File: src/rtl/l1_burst_responder_pkg.sv
// ----------------------------------------------------------------------------
// taiga_types
// Shared types for the L1 burst responder: FSM state encoding, the request
// fields latched at accept time, and the burst base-address helper.
// ----------------------------------------------------------------------------
package taiga_types;

    // Width of the request size field (beats - 1). The latched-request struct
    // is sized from this, so the responder's SIZE_W must match it.
    localparam int L1_SIZE_W = 5;

    typedef enum logic [1:0] {
        IDLE  = 2'd0,
        READ  = 2'd1,
        WRITE = 2'd2
    } l1_state_t;

    typedef struct packed {
        logic [31:0]          addr;
        logic                 rnw;
        logic [3:0]           be;
        logic [31:0]          data;
        logic [L1_SIZE_W-1:0] size;
    } l1_req_t;

    // Line-aligned base of a read burst. Because beats = size+1 is a power of
    // two, the byte offset inside the line is exactly {size, 2'b11}, so
    // masking with that clears bits [$clog2(size+1)+1:0] without a log2.
    function automatic logic [31:0] burst_base(input logic [31:0]          addr,
                                               input logic [L1_SIZE_W-1:0] size);
        logic [31:0] mask;
        mask = {{(32-L1_SIZE_W-2){1'b0}}, size, 2'b11};
        return addr & ~mask;
    endfunction

endpackage

File: src/rtl/l1_burst_responder_if.sv
// ----------------------------------------------------------------------------
// l1_burst_responder_if
// Bundles the L1 arbiter request/return signals and the backend memory port.
//   slave  : responder view (takes L1 requests, drives the backend port)
//   master : environment view (arbiter side plus backend memory model)
// ----------------------------------------------------------------------------
interface l1_burst_responder_if #(
    parameter int SIZE_W = 5
);
    // L1 arbiter side
    logic              l1_request;
    logic [31:0]       l1_addr;
    logic              l1_rnw;
    logic [3:0]        l1_be;
    logic [31:0]       l1_data;
    logic [SIZE_W-1:0] l1_size;
    logic              l1_ack;
    logic              l1_data_valid;
    logic [31:0]       l1_data_out;

    // Backend memory side
    logic              mem_req;
    logic              mem_we;
    logic [31:0]       mem_addr;
    logic [3:0]        mem_be;
    logic [31:0]       mem_wdata;
    logic              mem_gnt;
    logic              mem_rvalid;
    logic [31:0]       mem_rdata;

    modport slave (
        input  l1_request, l1_addr, l1_rnw, l1_be, l1_data, l1_size,
        output l1_ack, l1_data_valid, l1_data_out,
        output mem_req, mem_we, mem_addr, mem_be, mem_wdata,
        input  mem_gnt, mem_rvalid, mem_rdata
    );

    modport master (
        output l1_request, l1_addr, l1_rnw, l1_be, l1_data, l1_size,
        input  l1_ack, l1_data_valid, l1_data_out,
        input  mem_req, mem_we, mem_addr, mem_be, mem_wdata,
        output mem_gnt, mem_rvalid, mem_rdata
    );

endinterface

File: src/rtl/l1_burst_responder_outstanding_counter.sv
// ----------------------------------------------------------------------------
// l1_outstanding_counter
// Tracks backend reads issued and returned for the current read burst.
//   clk, rst      : clock, synchronous active-high reset
//   i_clear       : new request accepted, restart both counts
//   i_active      : responder is in the READ state
//   i_issue       : backend accepted a read this cycle (mem_req & mem_gnt)
//   i_rvalid      : backend returned read data this cycle
//   i_size        : latched burst size (beats - 1)
//   o_issue_cnt   : index of the next beat to issue
//   o_can_issue   : more beats to issue and below the outstanding limit
//   o_ret_accept  : this cycle's rvalid belongs to the burst
//   o_burst_done  : this cycle's accepted return is the final beat
// ----------------------------------------------------------------------------
module l1_outstanding_counter #(
    parameter int SIZE_W          = 5,
    parameter int MAX_OUTSTANDING = 4
) (
    input  logic              clk,
    input  logic              rst,
    input  logic              i_clear,
    input  logic              i_active,
    input  logic              i_issue,
    input  logic              i_rvalid,
    input  logic [SIZE_W-1:0] i_size,
    output logic [SIZE_W:0]   o_issue_cnt,
    output logic              o_can_issue,
    output logic              o_ret_accept,
    output logic              o_burst_done
);
    localparam logic [SIZE_W:0] MAX_OUT = (SIZE_W+1)'(MAX_OUTSTANDING);
    localparam logic [SIZE_W:0] ONE     = (SIZE_W+1)'(1);

    logic [SIZE_W:0] r_issue_cnt;
    logic [SIZE_W:0] r_return_cnt;
    logic [SIZE_W:0] w_outstanding;
    logic [SIZE_W:0] w_size_ext;

    assign w_size_ext    = {1'b0, i_size};
    assign w_outstanding = r_issue_cnt - r_return_cnt;

    assign o_issue_cnt  = r_issue_cnt;
    assign o_can_issue  = i_active && (r_issue_cnt <= w_size_ext) && (w_outstanding < MAX_OUT);
    // A return with nothing outstanding is stale (e.g. from before a reset)
    // and is dropped here rather than being counted as a beat.
    assign o_ret_accept = i_active && i_rvalid && (w_outstanding != '0);
    assign o_burst_done = o_ret_accept && (r_return_cnt == w_size_ext);

    always_ff @(posedge clk) begin
        if (rst || i_clear) begin
            r_issue_cnt  <= '0;
            r_return_cnt <= '0;
        end else begin
            if (i_active && i_issue) begin
                r_issue_cnt <= r_issue_cnt + ONE;
            end
            if (o_ret_accept) begin
                r_return_cnt <= r_return_cnt + ONE;
            end
        end
    end

endmodule

File: src/rtl/l1_burst_responder.sv
// ----------------------------------------------------------------------------
// l1_burst_responder
// Memory-side responder for the L1 arbiter. Accepts one request at a time,
// turns line reads into pipelined single-word backend reads returned as a
// line-aligned burst (word 0 first), and turns writes into one byte-enabled
// backend store with no return beat.
//   clk  : clock
//   rst  : synchronous active-high reset
//   bus  : l1_burst_responder_if.slave (L1 request/return + backend port)
// Parameters: SIZE_W (size field width, must equal L1_SIZE_W),
//             MAX_OUTSTANDING (backend reads in flight, 1..15).
//
// state | meaning
// IDLE  | waiting for l1_request; ack is combinational here
// READ  | issuing backend reads and forwarding returns as beats
// WRITE | holding the backend store until mem_gnt
// ----------------------------------------------------------------------------
module l1_burst_responder
    import taiga_types::*;
#(
    parameter int SIZE_W          = L1_SIZE_W,
    parameter int MAX_OUTSTANDING = 4
) (
    input  logic                clk,
    input  logic                rst,
    l1_burst_responder_if.slave bus
);
    l1_state_t   r_state;
    l1_req_t     r_req;
    logic        r_data_valid;
    logic [31:0] r_data_out;

    logic            w_ack;
    logic            w_read_active;
    logic            w_can_issue;
    logic            w_ret_accept;
    logic            w_burst_done;
    logic [SIZE_W:0] w_issue_cnt;
    logic [31:0]     w_base;
    logic [SIZE_W:0] w_req_size_ext;
    logic [SIZE_W:0] w_req_beats;

    assign w_ack         = bus.l1_request && (r_state == IDLE);
    assign w_read_active = (r_state == READ);
    assign w_base        = burst_base(r_req.addr, r_req.size);

    l1_outstanding_counter #(
        .SIZE_W          (SIZE_W),
        .MAX_OUTSTANDING (MAX_OUTSTANDING)
    ) u_outstanding (
        .clk          (clk),
        .rst          (rst),
        .i_clear      (w_ack),
        .i_active     (w_read_active),
        .i_issue      (bus.mem_req && bus.mem_gnt),
        .i_rvalid     (bus.mem_rvalid),
        .i_size       (r_req.size),
        .o_issue_cnt  (w_issue_cnt),
        .o_can_issue  (w_can_issue),
        .o_ret_accept (w_ret_accept),
        .o_burst_done (w_burst_done)
    );

    assign bus.l1_ack        = w_ack;
    assign bus.l1_data_valid = r_data_valid;
    assign bus.l1_data_out   = r_data_out;

    always_comb begin
        bus.mem_req   = 1'b0;
        bus.mem_we    = 1'b0;
        bus.mem_addr  = '0;
        bus.mem_be    = '0;
        bus.mem_wdata = '0;
        case (r_state)
            READ: begin
                bus.mem_req  = w_can_issue;
                bus.mem_addr = w_base + {{(32-SIZE_W-3){1'b0}}, w_issue_cnt, 2'b00};
                bus.mem_be   = 4'hF;
            end
            WRITE: begin
                bus.mem_req   = 1'b1;
                bus.mem_we    = 1'b1;
                bus.mem_addr  = {r_req.addr[31:2], 2'b00};
                bus.mem_be    = r_req.be;
                bus.mem_wdata = r_req.data;
            end
            default: ;
        endcase
    end

    always_ff @(posedge clk) begin
        if (rst) begin
            r_state      <= IDLE;
            r_req        <= '0;
            r_data_valid <= 1'b0;
            r_data_out   <= '0;
        end else begin
            // Return side never stalls: every accepted rvalid becomes a beat
            // next cycle, and the data bus is zero otherwise so initiators
            // can OR-combine responders.
            r_data_valid <= w_ret_accept;
            r_data_out   <= w_ret_accept ? bus.mem_rdata : '0;
            case (r_state)
                IDLE: begin
                    if (w_ack) begin
                        r_req <= '{addr: bus.l1_addr,
                                   rnw:  bus.l1_rnw,
                                   be:   bus.l1_be,
                                   data: bus.l1_data,
                                   size: bus.l1_size};
                        r_state <= bus.l1_rnw ? READ : WRITE;
                    end
                end
                READ: begin
                    // Leaving on the last return lets the next ack land in
                    // the same cycle the final beat is presented.
                    if (w_burst_done) begin
                        r_state <= IDLE;
                    end
                end
                WRITE: begin
                    if (bus.mem_gnt) begin
                        r_state <= IDLE;
                    end
                end
                default: r_state <= IDLE;
            endcase
        end
    end

    assign w_req_size_ext = {1'b0, bus.l1_size};
    assign w_req_beats    = w_req_size_ext + (SIZE_W+1)'(1);

    a_ack_has_request: assert property (@(posedge clk) disable iff (rst)
        bus.l1_ack |-> bus.l1_request);

    a_request_drops_after_ack: assert property (@(posedge clk) disable iff (rst)
        bus.l1_ack |=> !bus.l1_request);

    a_read_size_pow2: assert property (@(posedge clk) disable iff (rst)
        (bus.l1_ack && bus.l1_rnw) |-> ((w_req_beats & w_req_size_ext) == '0));

    a_rvalid_expected: assert property (@(posedge clk) disable iff (rst)
        bus.mem_rvalid |-> w_ret_accept);

endmodule

File: src/flat_wrapper.sv
// flat-port wrapper written by rule: the top's interface ports become plain ports
module l1_burst_responder_flat import taiga_types::*;
#(
    parameter int SIZE_W          = L1_SIZE_W,
    parameter int MAX_OUTSTANDING = 4
)
  (clk, rst, bus_l1_request, bus_l1_addr, bus_l1_rnw, bus_l1_be, bus_l1_data, bus_l1_size, bus_l1_ack, bus_l1_data_valid, bus_l1_data_out, bus_mem_req, bus_mem_we, bus_mem_addr, bus_mem_be, bus_mem_wdata, bus_mem_gnt, bus_mem_rvalid, bus_mem_rdata);
  l1_burst_responder_if #(.SIZE_W(SIZE_W)) bus_i ();
  input  logic clk;
  input  logic rst;
  input wire logic [$bits(bus_i.l1_request)-1:0] bus_l1_request;
  input wire logic [$bits(bus_i.l1_addr)-1:0] bus_l1_addr;
  input wire logic [$bits(bus_i.l1_rnw)-1:0] bus_l1_rnw;
  input wire logic [$bits(bus_i.l1_be)-1:0] bus_l1_be;
  input wire logic [$bits(bus_i.l1_data)-1:0] bus_l1_data;
  input wire logic [$bits(bus_i.l1_size)-1:0] bus_l1_size;
  output wire logic [$bits(bus_i.l1_ack)-1:0] bus_l1_ack;
  output wire logic [$bits(bus_i.l1_data_valid)-1:0] bus_l1_data_valid;
  output wire logic [$bits(bus_i.l1_data_out)-1:0] bus_l1_data_out;
  output wire logic [$bits(bus_i.mem_req)-1:0] bus_mem_req;
  output wire logic [$bits(bus_i.mem_we)-1:0] bus_mem_we;
  output wire logic [$bits(bus_i.mem_addr)-1:0] bus_mem_addr;
  output wire logic [$bits(bus_i.mem_be)-1:0] bus_mem_be;
  output wire logic [$bits(bus_i.mem_wdata)-1:0] bus_mem_wdata;
  input wire logic [$bits(bus_i.mem_gnt)-1:0] bus_mem_gnt;
  input wire logic [$bits(bus_i.mem_rvalid)-1:0] bus_mem_rvalid;
  input wire logic [$bits(bus_i.mem_rdata)-1:0] bus_mem_rdata;
  assign bus_i.l1_request = bus_l1_request;
  assign bus_i.l1_addr = bus_l1_addr;
  assign bus_i.l1_rnw = bus_l1_rnw;
  assign bus_i.l1_be = bus_l1_be;
  assign bus_i.l1_data = bus_l1_data;
  assign bus_i.l1_size = bus_l1_size;
  assign bus_l1_ack = bus_i.l1_ack;
  assign bus_l1_data_valid = bus_i.l1_data_valid;
  assign bus_l1_data_out = bus_i.l1_data_out;
  assign bus_mem_req = bus_i.mem_req;
  assign bus_mem_we = bus_i.mem_we;
  assign bus_mem_addr = bus_i.mem_addr;
  assign bus_mem_be = bus_i.mem_be;
  assign bus_mem_wdata = bus_i.mem_wdata;
  assign bus_i.mem_gnt = bus_mem_gnt;
  assign bus_i.mem_rvalid = bus_mem_rvalid;
  assign bus_i.mem_rdata = bus_mem_rdata;
  l1_burst_responder #(.SIZE_W(SIZE_W), .MAX_OUTSTANDING(MAX_OUTSTANDING)) u_core (.clk(clk), .rst(rst), .bus(bus_i));
endmodule
File: config.mk
export PLATFORM = sky130hd
export DESIGN_NAME = l1_burst_responder_flat
export DESIGN_NICKNAME = d
export VERILOG_FILES = /design/src/rtl/l1_burst_responder_pkg.sv /design/src/rtl/l1_burst_responder_if.sv /design/src/rtl/l1_burst_responder_outstanding_counter.sv /design/src/rtl/l1_burst_responder.sv /design/src/flat_wrapper.sv
export SDC_FILE = /design/constraint.sdc
export NUM_CORES = 1
export LEC_CHECK = 0
export CAP_MARGIN = 40
export CORE_MARGIN = 1.5
export CORE_UTILIZATION = 35
export DETAILED_ROUTE_END_ITERATION = 6
export SLEW_MARGIN = 20
export SYNTH_ARGS = -nofsm -noshare
export SYNTH_HDL_FRONTEND = slang
export SYNTH_HIERARCHICAL = 1
export SYNTH_SLANG_ARGS = --single-unit
File: constraint.sdc
create_clock -name clk -period 4.3 [get_ports clk]
set_clock_uncertainty 0.1 [all_clocks]
set_input_delay 0.86 -clock clk [delete_from_list [all_inputs] [get_ports clk]]
set_output_delay 0.86 -clock clk [all_outputs]
set_load 0.03 [all_outputs]
**Layout detail**

Window x 88 to 113, y 88 to 113 um. Cells in grey, sequential cells in the stronger grey; small squares are vias.
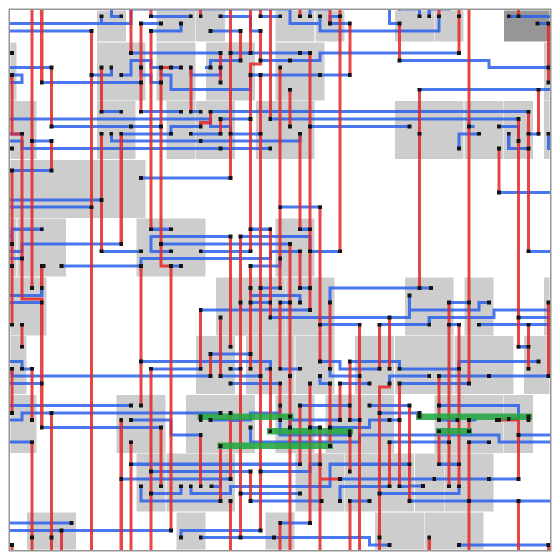
legend:
  met2:
    colour: red
  met3:
    colour: green
  met1:
    colour: blue
most frequent: nand2_1 (9), nand3_1 (5), nand4_1 (5)
sequential cells in the window: 0
cells with their middle in the window: 50

**Routing congestion**

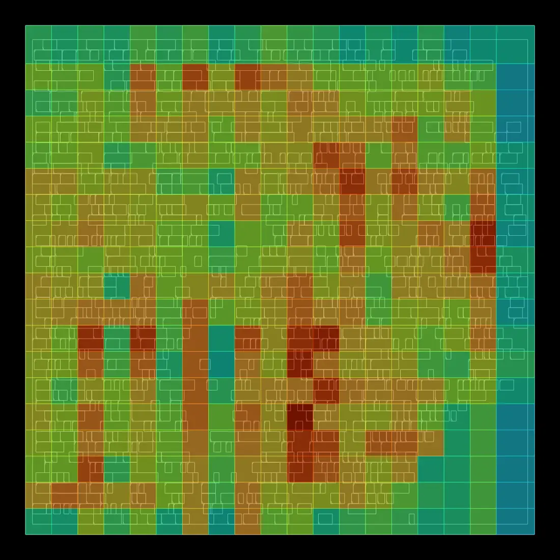
met1 Use GR: 0.2553
GRT Total Usage: 0.2130
peak-usage layer in the global routing report: met2
routed len/inst: 15.68 um

**Met1 routing**

(2 px per um)
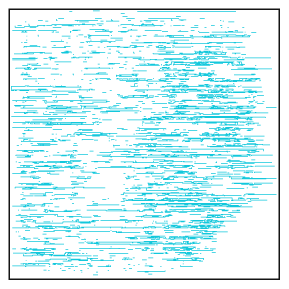
share of all routed wire: 43%
nets with wire on the layer: 998
main direction: horizontal
wire length on this layer: 8240 um

**Where the registers sit**

(4 px per um)
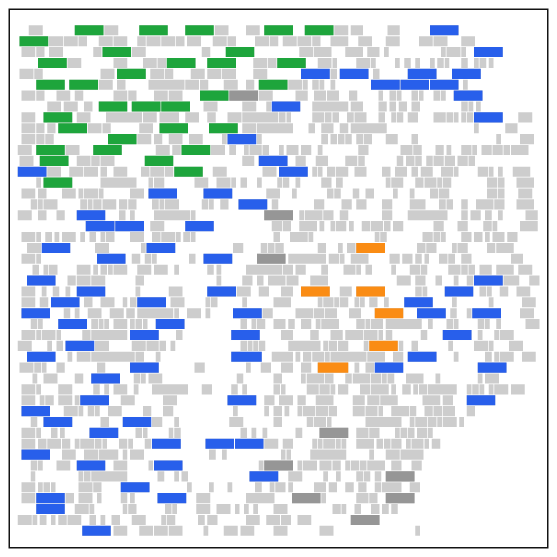
legend:
  u_core/bus.l1_data_out:
    colour: green
    sequential_cells: 32
  u_core/u_outstanding/o_issue_cnt:
    colour: orange
    sequential_cells: 6
  u_core/r_req:
    colour: blue
    sequential_cells: 71
    where: all over the die
not coloured: 9
flop share of the area: 0.2612
seq pwr: 1210 uW
Util after Layout: 0.5420

==> impl_metrics.toml <==
# flow metrics
[cells_and_area]
layout_top_cell = "clkdlybuf4s50_1"
final_area_um2 = 9052
drive_gt1_frac = 0.09073
diodes = 0
fillers = 1638
instances_no_fill = 1223
lay_top_cells = "clkdlybuf4s50_1 (184), nand2_1 (175), dfxtp_1 (116)"
combGateArea_um2 = 3398
synthToLayoutAreaGrowth_pct = 50.07
layout.nets = 1124
area.sequential_um2 = 2365

[grt]
grt-ovfl-total = 0
grt_max_degree = 72
grt_first_pass_wirelength_um = 30160
antenna_found_initial = 0
first_global_vias = 5841

[place]
portBuffers = 210
placed_cell_area_um2 = 8344
dp_cells = 1183
gp_congestion = 0.8357
hpwl_um = 13750

[critical_path]
worst_setup_path_start_kind = "flip-flop"
path_cells = "nor2b_2, ha_2, inv_1, fa_2, and2b_2, o2111ai_4, a2111o_1, buf_4, or4_1, nand3_2, buf_6"
crit_end = "bus_mem_addr[30]"
cp_top_family = "simple AND/OR/NAND/NOR gates"
path_class = "reg2out"
timing.rr.start = "u_core/u_outstanding/o_issue_cnt[0]$_SDFFE_PP0P_"
reg2reg_to = "u_core/u_outstanding/o_issue_cnt[5]$_SDFFE_PP0P_"
startpoint = "u_core/r_req[44]$_SDFFE_PP0P_"
slowest_stage = "or4_1"
rr_worst_depth = 15
crit_buf_inv = 3
cp.required_ns = 3.34
slowest_delay_ns = 0.49
cp.depth = 11
worst-path-max-fanout = 6
end_kind = "output pin"
cp.arrival_ns = 3.25
r2r_slack_ns = 0.50

[logic_synthesis]
synth_seq_share = 0.3916
syn_area_um2 = 6032
top_area_frac = 0.3916
yosys_cells = 782
synth.cellmix.xorXnorShare = 0.02323
topCellsByArea = "dfxtp_1 (39%), nand2_1 (11%), a21oi_1 (7.9%), and2_1 (7.2%), ha_1 (4.4%)"
ys_sh_aoi = 0.1717
flop_cell = "dfxtp_1"
syn_area_per_cell_um2 = 7.714
synth-seq-cells = 118
synth-edff-count = 0
synthTopCellsByCount = "nand2_1 (176), dfxtp_1 (118), a21oi_1 (95)"
async_reset_ff_frac = 0
mux_share = 0.006638
ys_warn_count = 6
synthSimpleGateAreaFrac = 0.3030
adder_share = 0.05020
ys_chip_area_um2 = 6032
netlist_logic_family_top = "simple AND/OR/NAND/NOR gates"
netlist_instances = 782
largest_area_cell = "dfxtp_1"
yosysMostFrequentCell = "nand2_1"
ys_types = 62

[min_path]
hp-class = "reg2reg"
whs_endpoint = "u_core/r_req[9]$_SDFFE_PP0P_"
min_from = "u_core/r_req[9]$_SDFFE_PP0P_"
hold_path_depth = 2

[final_timing]
max_freq_mhz = 237.7
setup_tns_ns = 0
min_period_ns = 4.207
post-route-period-util = 0.9783
setup_viol = 0
slew-limit-headroom = 0.4825
rsz0062_at_grt = "yes"
worst_slew_pin_slew_ns = 0.7763
drv_slew = 0
final-hold-violation-count = 0

[route]
via_per_inst = 4.998
drc = 0
initialDrtViolationCount = 202
antenna_left = 0
dr.pass1.iters = 4
via_count = 6112
drt_wl_total_um = 19180

[clocking]
clock_sinks = 118
cts_root_buffer = "clkbuf_16"
h-tree-depth = 4
clock_latency_ns = 0.42
cts_tree = "done"
clk_pin_slew_worst_paths_ns = 0.06
numCtsBuffers = 17
clockBufferDepth = 2

[power_and_ir_drop]
leakagePower_uw = 0.003646
ir_drop_mv = 0.2786
p_per_area_nw_per_um2 = 344.8
finalPower_uw = 3122

[die]
initCoreUtil = 0.3612
die_x_um = 134.3
die_area_um2 = 18030
row_count = 47
io_pins = 215
chipHeight_um = 134.3
core_um2 = 16700

[run]
openroad.warnings = 31
drv_cap = 0

[status]
status = "completed"
[layout make-up]
class	instances	share of cell area
multi-input combinational	585	0.3754
sequential	118	0.2612
timing repair buffer	238	0.2571
clock buffer	19	0.05003
tap	220	0.03041
clock inverter	13	0.01341
inverter	30	0.01244
[state kept, by name, indices dropped and copies added, names as in the netlist]
name,count
u_core/r_req,71
u_core/bus.l1_data_out,32
u_core/u_outstanding/o_issue_cnt,6
u_core/u_outstanding/r_return_cnt,6
u_core/r_state,2
u_core/bus.l1_data_valid,1
[layer usage]
layer,track usage,wire length [um],share of wire,vias up
met5,0,0,0,-
met4,0.05675,246,0.013,0
met3,0.09977,1832,0.096,21
met2,0.3430,8857,0.46,190
met1,0.2553,8240,0.43,2806
li1,-,-,-,3095
[metrics by stage]
stage	hold WS [ns]	setup WS, ns
floorplan	0.3317	0.6633
global route	0.3649	-0.03829
CTS	0.3500	0.001438
global placement	0.3372	0.1213
detailed placement	0.3418	0.09640
finish	0.3492	0.09311
[power breakdown]
part / internal (uW) / switching, uW
registers: 1160 / 58.2
clock network: 831 / 548
logic: 226 / 302
[tightest hold or removal path: stages (launching register included)]
cell and delay (ns):
dfxtp_1 0.30, nand2_1 0.05, a21oi_1 0.05
[timing repair]
| action | in CTS | in global routing |
|---|---|---|
| endpoints found under the hold margin | 0 | 0 |
| pin swaps | 2 | 4 |
| gates resized | 18 | 20 |
| buffers inserted | 4 | 3 |
| hold buffers | 0 | 0 |
| endpoints found under the setup margin | 14 | 18 |
[logic make-up (layout without fill, tap and decap cells)]
logic type,Yosys count,in the layout
AOI/OAI and AO/OA,168,168
xor gates and xnor gates,16,16
adders and majority gates,23,23
buffers and inverters,80,300
DFF,118,118
muxes,4,4
other,1,2
and+or+nand+nor,372,372
Power and IR drop assume default switching activity.
